Figure 1. Signal wires on met1 (run 1).
Supply wires on this layer in grey.
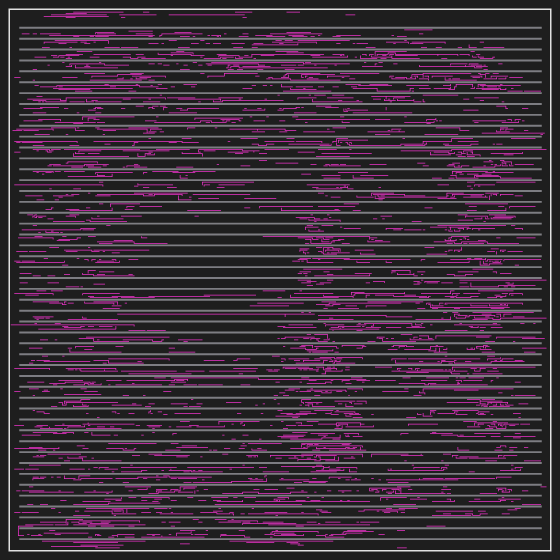
Figure 2. Logic cells by family (run 1).
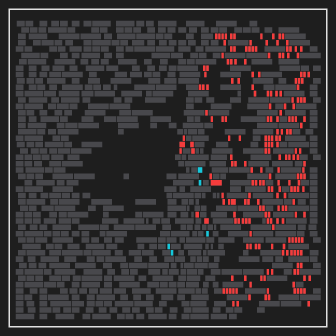
Figure 3. Supply network (run 1).
Pins as bars on the die edge.
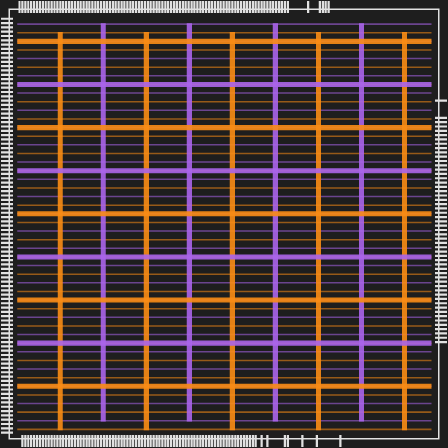
Figure 4. The clock network (run 1).
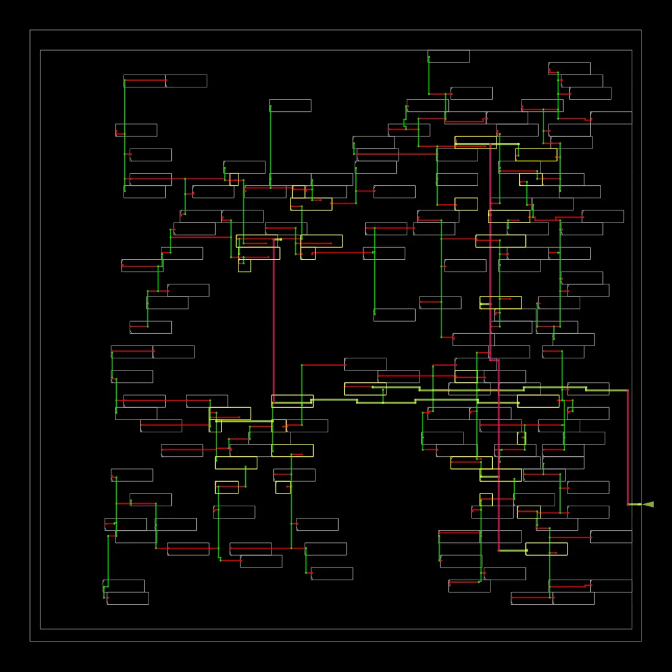
$ cat src/rtl/fp_mult_pkg.sv
// fp_mult_pkg
//   Shared definitions for the multiplier-sharing arbiter: default float
//   format, DW_fp_mult status bit positions, rounding-mode encodings and the
//   result-pipe stage record.
//   No ports; imported with "import fp_mult_pkg::*".
package fp_mult_pkg;

  localparam int DEF_SIG_WIDTH = 17;
  localparam int DEF_EXP_WIDTH = 6;
  localparam int W             = DEF_SIG_WIDTH + DEF_EXP_WIDTH + 1;

  // Largest supported requester count, so a stage record can hold any tag
  localparam int MAX_REQ = 8;
  localparam int TAG_W   = $clog2(MAX_REQ);

  // DW_fp_mult status flag positions
  localparam int ST_ZERO    = 0;
  localparam int ST_INF     = 1;
  localparam int ST_INVALID = 2;
  localparam int ST_TINY    = 3;
  localparam int ST_HUGE    = 4;
  localparam int ST_INEXACT = 5;

  // DW rounding-mode encodings
  localparam logic [2:0] RND_RNE  = 3'b000;
  localparam logic [2:0] RND_RTZ  = 3'b001;
  localparam logic [2:0] RND_RUP  = 3'b010;
  localparam logic [2:0] RND_RDN  = 3'b011;
  localparam logic [2:0] RND_RNA  = 3'b100;
  localparam logic [2:0] RND_AWAY = 3'b101;

  typedef struct packed {
    logic             valid;
    logic [TAG_W-1:0] tag;
    logic [W-1:0]     z;
    logic [7:0]       status;
  } stage_t;

endpackage

$ cat src/rtl/fp_mult_arbiter_if.sv
// fp_mult_arbiter_if
//   Request/response bus between the compute lanes and the shared multiplier.
//   Request side : req_valid, req_a, req_b, req_rnd (packed per requester), req_ready
//   Response side: rsp_valid, rsp_tag, rsp_z, rsp_status, rsp_ready
//   Modports: slave = arbiter, master = requesters/consumer.
interface fp_mult_arbiter_if #(
  parameter int NUM_REQ = 4
);
  import fp_mult_pkg::*;

  localparam int TW = $clog2(NUM_REQ);

  logic [NUM_REQ-1:0]   req_valid;
  logic [NUM_REQ*W-1:0] req_a;
  logic [NUM_REQ*W-1:0] req_b;
  logic [NUM_REQ*3-1:0] req_rnd;
  logic [NUM_REQ-1:0]   req_ready;

  logic                 rsp_valid;
  logic [TW-1:0]        rsp_tag;
  logic [W-1:0]         rsp_z;
  logic [7:0]           rsp_status;
  logic                 rsp_ready;

  modport slave (
    input  req_valid, req_a, req_b, req_rnd, rsp_ready,
    output req_ready, rsp_valid, rsp_tag, rsp_z, rsp_status
  );

  modport master (
    output req_valid, req_a, req_b, req_rnd, rsp_ready,
    input  req_ready, rsp_valid, rsp_tag, rsp_z, rsp_status
  );

endinterface

$ cat src/rtl/fp_mult_arbiter_rr.sv
// rr_arbiter
//   Combinational round-robin picker.
//   req       : request vector (already masked by the caller when not granting)
//   ptr       : index searched first
//   grant     : one-hot winner (zero when no request)
//   grant_idx : binary index of the winner
module rr_arbiter #(
  parameter int NUM_REQ = 4,
  parameter int TW      = $clog2(NUM_REQ)
) (
  input  logic [NUM_REQ-1:0] req,
  input  logic [TW-1:0]      ptr,
  output logic [NUM_REQ-1:0] grant,
  output logic [TW-1:0]      grant_idx
);

  logic          found;
  logic [TW-1:0] idx;

  // Walk ptr, ptr+1, ... wrapping at NUM_REQ; the first active request wins
  always_comb begin
    grant     = '0;
    grant_idx = '0;
    found     = 1'b0;
    idx       = '0;
    for (int k = 0; k < NUM_REQ; k++) begin
      idx = TW'((int'(ptr) + k) % NUM_REQ);
      if (!found && req[idx]) begin
        found      = 1'b1;
        grant[idx] = 1'b1;
        grant_idx  = idx;
      end
    end
  end

endmodule

$ cat src/rtl/fp_mult_arbiter.sv
// fp_mult_arbiter
//   Shares one external DW_fp_mult among NUM_REQ requesters: round-robin
//   grant, registered operands, PIPE_LAT result stages, tag-routed responses.
//   clk, rst_n : clock (rising edge), asynchronous active-low reset
//   bus        : request/response handshake (slave modport)
//   mul_a/b/rnd: registered operands to DW_fp_mult
//   mul_z/status: combinational result from DW_fp_mult
//   inflight   : ops accepted but not yet consumed
module fp_mult_arbiter
  import fp_mult_pkg::*;
#(
  parameter int SIG_WIDTH = DEF_SIG_WIDTH,
  parameter int EXP_WIDTH = DEF_EXP_WIDTH,
  parameter int NUM_REQ   = 4,
  parameter int PIPE_LAT  = 2
) (
  input  logic                         clk,
  input  logic                         rst_n,
  fp_mult_arbiter_if.slave             bus,
  output logic [SIG_WIDTH+EXP_WIDTH:0] mul_a,
  output logic [SIG_WIDTH+EXP_WIDTH:0] mul_b,
  output logic [2:0]                   mul_rnd,
  input  logic [SIG_WIDTH+EXP_WIDTH:0] mul_z,
  input  logic [7:0]                   mul_status,
  output logic [$clog2(NUM_REQ)+1:0]   inflight
);

  localparam int TW = $clog2(NUM_REQ);

  logic               run;
  logic               stall;
  logic               accept;
  logic               consume;
  logic [NUM_REQ-1:0] grant;
  logic [TW-1:0]      grant_idx;
  logic [TW-1:0]      ptr;
  logic [TW-1:0]      op_tag;
  logic               v0;
  stage_t             pipe [PIPE_LAT];

  // A blocked response freezes every register in the block
  assign stall   = pipe[PIPE_LAT-1].valid & ~bus.rsp_ready;
  assign consume = pipe[PIPE_LAT-1].valid & bus.rsp_ready;

  // Granting is held off until one edge after reset release
  rr_arbiter #(.NUM_REQ(NUM_REQ), .TW(TW)) u_rr (
    .req       (bus.req_valid & {NUM_REQ{run & ~stall}}),
    .ptr       (ptr),
    .grant     (grant),
    .grant_idx (grant_idx)
  );

  assign bus.req_ready = grant;
  assign accept        = |grant;

  // Run flag: goes high on the first edge after reset release
  always_ff @(posedge clk or negedge rst_n) begin
    if (!rst_n) run <= 1'b0;
    else        run <= 1'b1;
  end

  // Operand stage and round-robin pointer; the winner's index becomes the tag
  always_ff @(posedge clk or negedge rst_n) begin
    if (!rst_n) begin
      mul_a   <= '0;
      mul_b   <= '0;
      mul_rnd <= '0;
      op_tag  <= '0;
      v0      <= 1'b0;
      ptr     <= '0;
    end else if (!stall) begin
      if (accept) begin
        mul_a   <= bus.req_a[grant_idx*W +: W];
        mul_b   <= bus.req_b[grant_idx*W +: W];
        mul_rnd <= bus.req_rnd[grant_idx*3 +: 3];
        op_tag  <= grant_idx;
        v0      <= 1'b1;
        ptr     <= (grant_idx == TW'(NUM_REQ-1)) ? '0 : grant_idx + 1'b1;
      end else begin
        v0 <= 1'b0;
      end
    end
  end

  // Result pipe: bubbles shift like real entries so latency stays fixed
  always_ff @(posedge clk or negedge rst_n) begin
    if (!rst_n) begin
      for (int k = 0; k < PIPE_LAT; k++) pipe[k] <= '0;
    end else if (!stall) begin
      pipe[0] <= '{valid: v0, tag: TAG_W'(op_tag), z: mul_z, status: mul_status};
      for (int k = 1; k < PIPE_LAT; k++) pipe[k] <= pipe[k-1];
    end
  end

  // Outstanding-op counter; simultaneous accept and consume cancel out
  always_ff @(posedge clk or negedge rst_n) begin
    if (!rst_n) begin
      inflight <= '0;
    end else if (accept && !consume) begin
      inflight <= inflight + 1'b1;
    end else if (!accept && consume) begin
      inflight <= inflight - 1'b1;
    end
  end

  assign bus.rsp_valid  = pipe[PIPE_LAT-1].valid;
  assign bus.rsp_tag    = TW'(pipe[PIPE_LAT-1].tag);
  assign bus.rsp_z      = pipe[PIPE_LAT-1].z;
  assign bus.rsp_status = pipe[PIPE_LAT-1].status;

endmodule

$ cat src/flat_wrapper.sv
// flat-port wrapper written by rule: the top's interface ports become plain ports
module fp_mult_arbiter_flat import fp_mult_pkg::*;
#(
  parameter int SIG_WIDTH = DEF_SIG_WIDTH,
  parameter int EXP_WIDTH = DEF_EXP_WIDTH,
  parameter int NUM_REQ   = 4,
  parameter int PIPE_LAT  = 2
)
  (clk, rst_n, mul_a, mul_b, mul_rnd, mul_z, mul_status, inflight, bus_req_valid, bus_req_a, bus_req_b, bus_req_rnd, bus_rsp_ready, bus_req_ready, bus_rsp_valid, bus_rsp_tag, bus_rsp_z, bus_rsp_status);
  fp_mult_arbiter_if #(.NUM_REQ(NUM_REQ)) bus_i ();
  input  logic clk;
  input  logic rst_n;
  output logic [SIG_WIDTH+EXP_WIDTH:0] mul_a;
  output logic [SIG_WIDTH+EXP_WIDTH:0] mul_b;
  output logic [2:0] mul_rnd;
  input  logic [SIG_WIDTH+EXP_WIDTH:0] mul_z;
  input  logic [7:0] mul_status;
  output logic [$clog2(NUM_REQ)+1:0] inflight;
  input wire logic [$bits(bus_i.req_valid)-1:0] bus_req_valid;
  input wire logic [$bits(bus_i.req_a)-1:0] bus_req_a;
  input wire logic [$bits(bus_i.req_b)-1:0] bus_req_b;
  input wire logic [$bits(bus_i.req_rnd)-1:0] bus_req_rnd;
  input wire logic [$bits(bus_i.rsp_ready)-1:0] bus_rsp_ready;
  output wire logic [$bits(bus_i.req_ready)-1:0] bus_req_ready;
  output wire logic [$bits(bus_i.rsp_valid)-1:0] bus_rsp_valid;
  output wire logic [$bits(bus_i.rsp_tag)-1:0] bus_rsp_tag;
  output wire logic [$bits(bus_i.rsp_z)-1:0] bus_rsp_z;
  output wire logic [$bits(bus_i.rsp_status)-1:0] bus_rsp_status;
  assign bus_i.req_valid = bus_req_valid;
  assign bus_i.req_a = bus_req_a;
  assign bus_i.req_b = bus_req_b;
  assign bus_i.req_rnd = bus_req_rnd;
  assign bus_i.rsp_ready = bus_rsp_ready;
  assign bus_req_ready = bus_i.req_ready;
  assign bus_rsp_valid = bus_i.rsp_valid;
  assign bus_rsp_tag = bus_i.rsp_tag;
  assign bus_rsp_z = bus_i.rsp_z;
  assign bus_rsp_status = bus_i.rsp_status;
  fp_mult_arbiter #(.SIG_WIDTH(SIG_WIDTH), .EXP_WIDTH(EXP_WIDTH), .NUM_REQ(NUM_REQ), .PIPE_LAT(PIPE_LAT)) u_core (.clk(clk), .rst_n(rst_n), .bus(bus_i), .mul_a(mul_a), .mul_b(mul_b), .mul_rnd(mul_rnd), .mul_z(mul_z), .mul_status(mul_status), .inflight(inflight));
endmodule
$ cat config.mk
export PLATFORM = sky130hd
export DESIGN_NAME = fp_mult_arbiter_flat
export DESIGN_NICKNAME = d
export VERILOG_FILES = /design/src/rtl/fp_mult_pkg.sv /design/src/rtl/fp_mult_arbiter_if.sv /design/src/rtl/fp_mult_arbiter_rr.sv /design/src/rtl/fp_mult_arbiter.sv /design/src/flat_wrapper.sv
export SDC_FILE = /design/constraint.sdc
export NUM_CORES = 1
export LEC_CHECK = 0
export CORE_MARGIN = 2
export CORE_UTILIZATION = 42
export CTS_CLUSTER_DIAMETER = 120
export DETAILED_ROUTE_END_ITERATION = 12
export PLACE_DENSITY = 0.82
export SLEW_MARGIN = 15
export SYNTH_ARGS = -nofsm -noshare
export SYNTH_HDL_FRONTEND = slang
export SYNTH_HIERARCHICAL = 1
export SYNTH_SLANG_ARGS = --single-unit
export TNS_END_PERCENT = 5
$ cat constraint.sdc
create_clock -name clk -period 5.1 [get_ports clk]
set_input_delay 1.53 -clock clk [delete_from_list [all_inputs] [get_ports clk]]
set_output_delay 1.53 -clock clk [all_outputs]
set_load 0.05 [all_outputs]
==> results_dict.tcl, run 1 <==
# collected from the flow reports
set metrics [dict create \
    status "complete, no violations" \
    path_clk_slew_ns 0.06 \
    ys_seq_share_pct 45.5 \
    insertion_delay_ns 0.41 \
    cts.repair.resized 7 \
    setup_viol 0 \
    syn_nets 852 \
    largest_register_ffs 35 \
    muxShareOfSynthArea_pct 28.7 \
    worstSetupStartpointType "input pin" \
    viasPerCell 4.99 \
    core_util_floorplan_pct 43.2 \
    reg2reg_depth 16 \
    endpoint "bus_req_ready[0]" \
    syn_to_final_growth_pct 58.5 \
    ff_type "dfrtp_1" \
    edf_count 0 \
    drt-initial-drc-count 234 \
    top_cells_by_count "nand2_1 (210), dfrtp_1 (131), mux4_2 (55)" \
    top_area_share_pct 45.5 \
    yosysChipArea_um2 7210 \
    cp.arrival_ns 3.49 \
    fin_crit_sh_pct 98.4 \
    holdWs_ns 0.455 \
    drive_gt1_share_pct 22.0 \
    hold-path-cell-count 2 \
    worst_slew_pin_slew_ns 0.986 \
    wl_per_cell_um 17.4 \
    ys_cells 599 \
    n_all_buffers 369 \
    ys_sh_xor_pct 0.243 \
    synth-warning-count 6 \
    clockRootBuffer "clkbuf_16" \
    cp_max_fo 6 \
    num-fill-cells 1248 \
    stdcell_count 1149 \
    synthesis.area_um2 7210 \
    clock_path_buffers 2 \
    dp_hpwl_um 15400 \
    grt_overflow 0 \
    comb_cells 392 \
    largest_class "buffers" \
    cts_tree "built" \
    synthTopCellsByArea "dfrtp_1 (45%), mux4_2 (17%), nand2_1 (11%)" \
    synth_cell_types 42 \
    tns_ns 0 \
    r2r_setup_slack_ns 0.89 \
    first_pass_iters 5 \
    critPathKind "in -> out" \
]
Back to the opening pictures, Figure 1:
The longest straight run is 49.2 um. The wires run mostly horizontal. The layer holds 37% of the routed length. The layer carries 7460 um of wire.

Back to the opening pictures, Figure 2:
nand cells: in red, cells 217, most used nand2_1, where a column on the right. inv cells: in cyan, cells 5, most used inv_1.
Commonest Layout Cell: clkdlybuf4s50_1
Comb/total area: 31.1%

Back to the opening pictures, Figure 3:
VDD: in purple. VSS: in orange.
The core has 47 rows. 9 straps on met4. 337 signal pins sit on the boundary. 9 straps on met5.
chip height: 135 um
core box area: 16700 um2

Back to the opening pictures, Figure 4:
flip-flops: 131
CTS Sinks: 131

==> run 1: critical path, cell delays in order <==
cell and delay, ns:
clkdlybuf4s50_1 0.39, and3_4 0.19, mux4_2 0.53, nor4b_4 0.34, buf_4 0.18, a22oi_2 0.07, o21ai_4 0.09, buf_12 0.15
==> run 1: cell usage in the layout (no fill, tap or decap), types with 2 or more instances in the layout <==
| cell type | Yosys | final |
|---|---|---|
| a22oi_1 | 8 | 3 |
| clkbuf_8 | 0 | 5 |
| a21oi_1 | 3 | 3 |
| nor2_1 | 6 | 6 |
| ha_1 | 9 | 7 |
| ha_4 | 0 | 2 |
| nand3_1 | 3 | 3 |
| mux4_2 | 55 | 55 |
| xnor2_1 | 2 | 2 |
| o211ai_1 | 3 | 3 |
| a22oi_2 | 0 | 5 |
| mux2i_1 | 2 | 2 |
| clkbuf_16 | 0 | 17 |
| buf_4 | 34 | 28 |
| inv_1 | 5 | 4 |
| mux2_2 | 5 | 5 |
| mux2_4 | 50 | 50 |
| inv_6 | 0 | 3 |
| clkinv_2 | 0 | 2 |
| dfrtp_1 | 131 | 131 |
| buf_12 | 5 | 9 |
| clkdlybuf4s50_1 | 0 | 329 |
| clkinvlp_4 | 0 | 4 |
| nand2b_1 | 3 | 2 |
| o21ai_4 | 0 | 4 |
| and3_4 | 0 | 4 |
| nor2b_1 | 3 | 3 |
| o21ai_0 | 8 | 5 |
| nand2_1 | 210 | 210 |
==> run 1: per-layer routing <==
metal / routed length, um / vias up / track usage, %
met2: 10600 / 210 / 39.2
met5: 0 / - / 0
met4: 735 / 0 / 9.43
met3: 1220 / 40 / 5.33
met1: 7460 / 2806 / 25.7
li1: - / 2673 / -
==> inputs of run 2 (changes only) <==
- CAP_MARGIN: default -> 40
- HOLD_SLACK_MARGIN: default -> 0.08
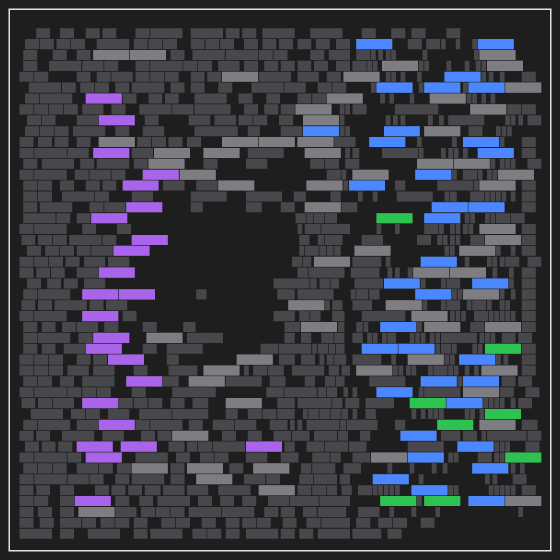
Figure 5: run 2, register map, names as in the netlist.
Other sequential cells in the stronger grey, the rest of the logic in the fainter grey.
u_core/pipe: in blue, sequential cells 35, where a column on the right. u_core/bus.rsp_status: in green, sequential cells 8. u_core/mul_a: in purple, sequential cells 24.

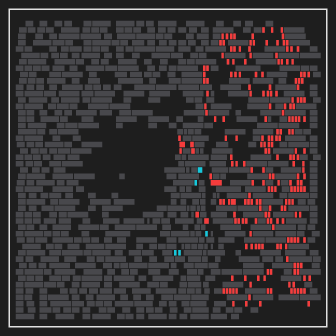
Figure 6: run 2, logic cells by family.
nand cells: in red, cells 217, most used nand2_1, where a column on the right. inv cells: in cyan, cells 5, most used inv_1.

==> run 2 against run 1 <==
- sequential share of layout area is 0.17 points lower
- clock skew fell by 0.0012 ns
- non-clock buffer count decreased by 1
- hold slack improved by 0.00090 ns
- synthesized area unchanged
- setup slack lost 0.017 ns
- critical path depth stayed put
- clock-buffer cell count fell by 4
==> results_dict.tcl, run 2 <==
# collected from the flow reports
set metrics [dict create \
    edf_count 0 \
    r2r_end "u_core/inflight[3]" \
    clock_sink_count 131 \
    reg2reg_depth 16 \
    setup_viol 0 \
    synth-warning-count 6 \
    synth_cell_types 42 \
    drive_gt1_share_pct 21.9 \
    endpoint "bus_req_ready[2]" \
    worstSetupStartpointType "input pin" \
    fin_util_pct 68.8 \
    hold-path-cell-count 2 \
    dp_hpwl_um 15600 \
    clock_path_buffers 2 \
    viasPerCell 4.97 \
    insertion_delay_ns 0.42 \
    grt_overflow 0 \
    r2r_setup_slack_ns 0.96 \
    critPathKind "in -> out" \
    largest_register_ffs 35 \
    clock_skew_ns 0.00622 \
    fin_crit_ns 5.03 \
    core_area_um2 16700 \
    syn_to_final_growth_pct 59.5 \
    rows 47 \
    drt-initial-drc-count 269 \
    top_cells_by_count "nand2_1 (210), dfrtp_1 (131), mux4_2 (55)" \
    top_area_share_pct 45.5 \
    wl_per_cell_um 17.6 \
    syn_nets 852 \
    path_clk_slew_ns 0.06 \
    synthesis.area_um2 7210 \
    ys_seq_share_pct 45.5 \
    ff_type "dfrtp_1" \
    status "complete, no violations" \
    route.detailed.drc 0 \
    grt_max_degree 75 \
    top_register "u_core/pipe" \
    tns_ns 0 \
    layout_top_cell "clkdlybuf4s50_1" \
    ys_cells 599 \
    cp.arrival_ns 3.50 \
    warnings 30 \
    synthTopCellsByArea "dfrtp_1 (45%), mux4_2 (17%), nand2_1 (11%)" \
    core_util_floorplan_pct 43.2 \
    yosysChipArea_um2 7210 \
    clockRootBuffer "clkbuf_16" \
    fin_crit_sh_pct 98.7 \
    final_cell_mix "clkdlybuf4s50_1 (327), nand2_1 (210), dfrtp_1 (131), mux4_2 (55), mux2_4 (50)" \
    first_pass_iters 4 \
    worst_slew_pin_slew_ns 0.704 \
    async_flop_share_pct 100 \
    cp_max_fo 6 \
    die_h_um 135 \
    numSynthFlops 131 \
    cts_tree "built" \
    htreeDepth 4 \
]
-- run 2: cell count changes in the layout (fill, tap and decap cells not counted), sizes merged --
cell           change
bufinv             +3
clkdlybuf4s50      -2
inv                -1
clkbuf             -4
clkinvlp           -1
dlymetal6s2s       +2
clkinv             +3
buf                -1
-- run 2: per-stage QoR --
step	hold slack [ns]	cells	setup slack, ns
after floorplan	0.430	599	0.0188
after global placement	0.445	1109	-0.294
after detailed placement	0.447	1110	-0.437
after CTS	0.460	1143	0.000431
after global routing	0.478	1148	0.00563
final	0.456	1148	0.0662
-- run 2: what timing repair did --
item,in CTS,in global routing
pin swaps,4,3
endpoints found under the setup margin,5,4
buffers inserted,1,5
cloned,0,0
gates resized,6,5
hold buffers,0,0
-- run 2: metal layers --
layer	up-vias	routed length (um)	track usage (%)
met5	-	0	0
met4	0	601	8.80
met3	36	1200	6.64
met2	214	10800	39.2
met1	2791	7580	26.3
li1	2668	-	-
-- run 2: area by class of cell --
cell class                 count  area, um2
clock inverter                14        203
tap                          220        275
fill                        1258       5200
clock buffer                  18        439
multi-input combinational    392       3550
sequential                   131       3280
timing repair buffer         368       3730
inverter                       5       21.3
-- run 2: kinds of logic after synthesis --
group	share of synthesized area, %
other cells	0.0520
simple gates	13.8
fa+ha+maj	1.84
buf+inv	7.20
flops	45.5
compound gates	2.71
mux	28.7
xor+xnor	0.243
-- run 2: critical path, cell delays in order --
cell,delay [ns]
clkdlybuf4s50_1,0.39
and3_4,0.19
mux4_2,0.53
nor4b_4,0.35
buf_4,0.19
a22oi_2,0.07
o21ai_4,0.09
buf_12,0.16
==> inputs of run 3 (changes only) <==
- ABC_AREA: default -> 1
- CORE_UTILIZATION: 42 -> 43
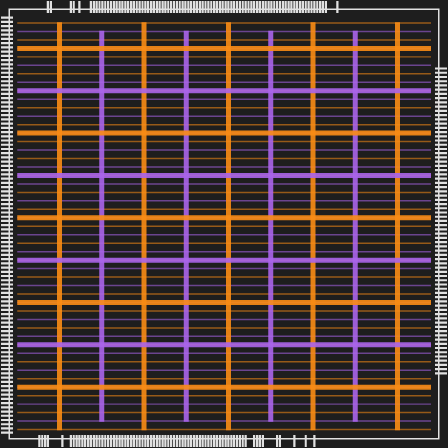
Figure 7: run 3, supply network.
Pins as bars on the die edge.
VSS: in orange. VDD: in purple.
9 straps on met5. 337 signal pins sit on the boundary. 9 straps on met4. The core has 48 rows. 49 met1 rails follow the rows.
Die X: 137 um
core box area: 17400 um2

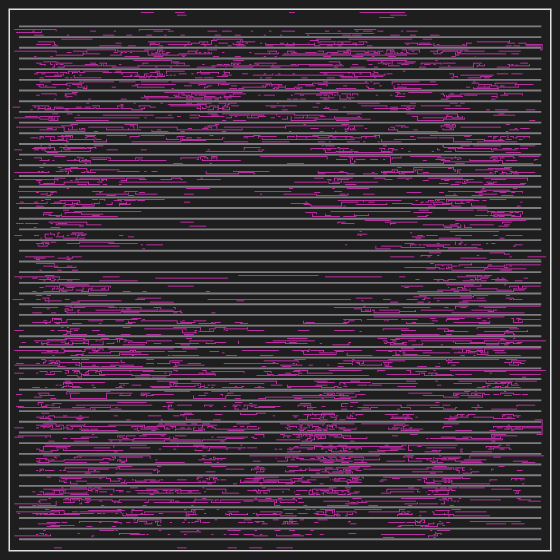
Figure 8: run 3, signal wires on met1.
Supply wires on this layer in grey.
1395 nets have wire on it. The layer holds 39% of the routed length. The layer carries 9120 um of wire.
routing usage on met1: 26.7%
total vias in the final route: 7629
Final Routed Wirelength: 23200 um

==> run 3 against run 2 <==
- fmax grew 0.81%
- design area increased by 0.40%
- clock skew rose by 0.0046 ns
- global-route usage up 1.5 points
- core utilization fell by 2.3 points
- critical endpoint is now bus_req_ready[1]
==> results_dict.tcl, run 3 <==
# collected from the flow reports
set metrics [dict create \
    highest_layer "met4" \
    path_clk_slew_ns 0.06 \
    top_register "u_core/pipe" \
    clockRootBuffer "clkbuf_16" \
    core_util_floorplan_pct 44.1 \
    wl_met2_um 11700 \
    synth-warning-count 6 \
    pre_cts_slack_ns 0.118 \
    top_cells_by_count "nand2_1 (387), dfrtp_1 (131), nor2_1 (121)" \
    clock_skew_ns 0.0109 \
    m1WireLength_um 9120 \
    status "complete, no violations" \
    holdWs_ns 0.471 \
    crit_buf_inv 3 \
    grt_max_degree 129 \
    worst_slack_ns 0.107 \
    cp_cell_sequence "clkdlybuf4s50_1 -> inv_1 -> nand2_4 -> nand2_2 -> nor2_2 -> nand2_1 -> nand2_4 -> nand2_8 -> nand2_8 -> nor2_2 -> a21oi_1 -> nand3_1 -> buf_12" \
    first_pass_iters 5 \
    cp_max_fo 6 \
    drtAntennaViolNets 0 \
    viasPerCell 4.80 \
    tns_ns 0 \
    critPathKind "in -> out" \
    r2r_end "u_core/inflight[3]" \
    cp.arrival_ns 3.46 \
    drive_gt1_share_pct 5.28 \
    grt_usage_pct 24.0 \
    grt-busiest-layer "met2" \
    cpPeakStageDelay_ns 0.48 \
    fin_util_pct 66.5 \
    yosys.area.top_type "dfrtp_1" \
    ys_cells 1078 \
    layout_top_cell "nand2_1" \
    layout.nets 1604 \
    drt-initial-drc-count 318 \
    path_depth 13 \
    rows 48 \
    met3_usage_pct 7.03 \
    worstPathRequired_ns 3.57 \
    insertion_delay_ns 0.42 \
    cp_slowest_cell "clkdlybuf4s50_1" \
    syn_to_final_growth_pct 50.7 \
    endpoint "bus_req_ready[1]" \
    numSynthFlops 131 \
    worst_slew_pin_slew_ns 0.703 \
    htreeDepth 4 \
    ff_type "dfrtp_1" \
    fin_crit_sh_pct 97.9 \
    syn_nets 1331 \
    dr_wl_met3_um 1770 \
    clock_sink_count 131 \
    largest_register_ffs 35 \
    grt.met2_usage_pct 42.8 \
    yosysChipArea_um2 7660 \
    port_buffers 336 \
    wl_per_cell_um 14.6 \
    clock_path_buffers 2 \
    post-place-cells 1556 \
    r2r-start "u_core/ptr[0]" \
    hold_buffers 0 \
    path_delay_family "simple AND/OR/NAND/NOR gates" \
    worstSetupStartpointType "input pin" \
    r2r_setup_slack_ns 1.74 \
    dp_hpwl_um 16700 \
    postLayoutCellArea_um2 11500 \
    synth_cell_types 31 \
    setup_viol 0 \
    fin_crit_ns 4.99 \
    route.detailed.drc 0 \
    cts_tree "built" \
    synthesis.area_um2 7660 \
    grt_overflow 0 \
    async_flop_share_pct 100 \
    synthTopCellsByArea "dfrtp_1 (43%), nand2_1 (19%), o21ai_0 (6.0%)" \
    warnings 32 \
    stdcell_count 1589 \
    final_cell_mix "nand2_1 (386), clkdlybuf4s50_1 (331), dfrtp_1 (131), nor2_1 (116), o21ai_0 (92)" \
]
==> run 3: netlist changes by cell type after synthesis, sizes merged, moves of 4 or more <==
cell    previous run  this run
nor2               7       123
inv                5        81
mux4              55         0
nand3              3        51
mux2              55         0
clkbuf            21        15
a22oi              8         0
o21ai              9       119
or2                0        26
a21boi             0         4
and3               4         0
a21oi              3        40
buf               50        79
nand2            210       395
==> run 3: timing repair <==
action	CTS	global route
hold endpoints to repair	0	0
resized	0	6
setup buffers	0	1
setup endpoints to repair	0	4
==> run 3: cell type report <==
| type | instances | area (um2) |
|---|---|---|
| Clock buffer | 18 | 429 |
| Timing Repair Buffer | 348 | 3560 |
| Inverter | 82 | 329 |
| Tap cell | 225 | 282 |
| Fill cell | 1477 | 5810 |
| Sequential cell | 131 | 3280 |
| Clock inverter | 14 | 199 |
| Multi-Input combinational cell | 771 | 3460 |
==> run 3: worst min-delay path by stage <==
stage	end	slack, ns	cells past startpoint
floorplan	u_core/bus.rsp_valid	0.42	2
global placement	u_core/bus.rsp_valid	0.43	2
detailed placement	u_core/bus.rsp_valid	0.45	2
CTS	u_core/bus.rsp_valid	0.47	2
global route	u_core/mul_b[10]	0.49	2
finish	u_core/bus.rsp_valid	0.47	2
==> run 3: cells by family after synthesis <==
group / count (synthesis) / synth area share (%)
simple gates: 595 / 32.0
buf+inv: 176 / 12.4
compound gates: 163 / 10.8
flops: 131 / 42.8
fa+ha+maj: 10 / 1.73
xor+xnor: 2 / 0.229
other cells: 1 / 0.0490
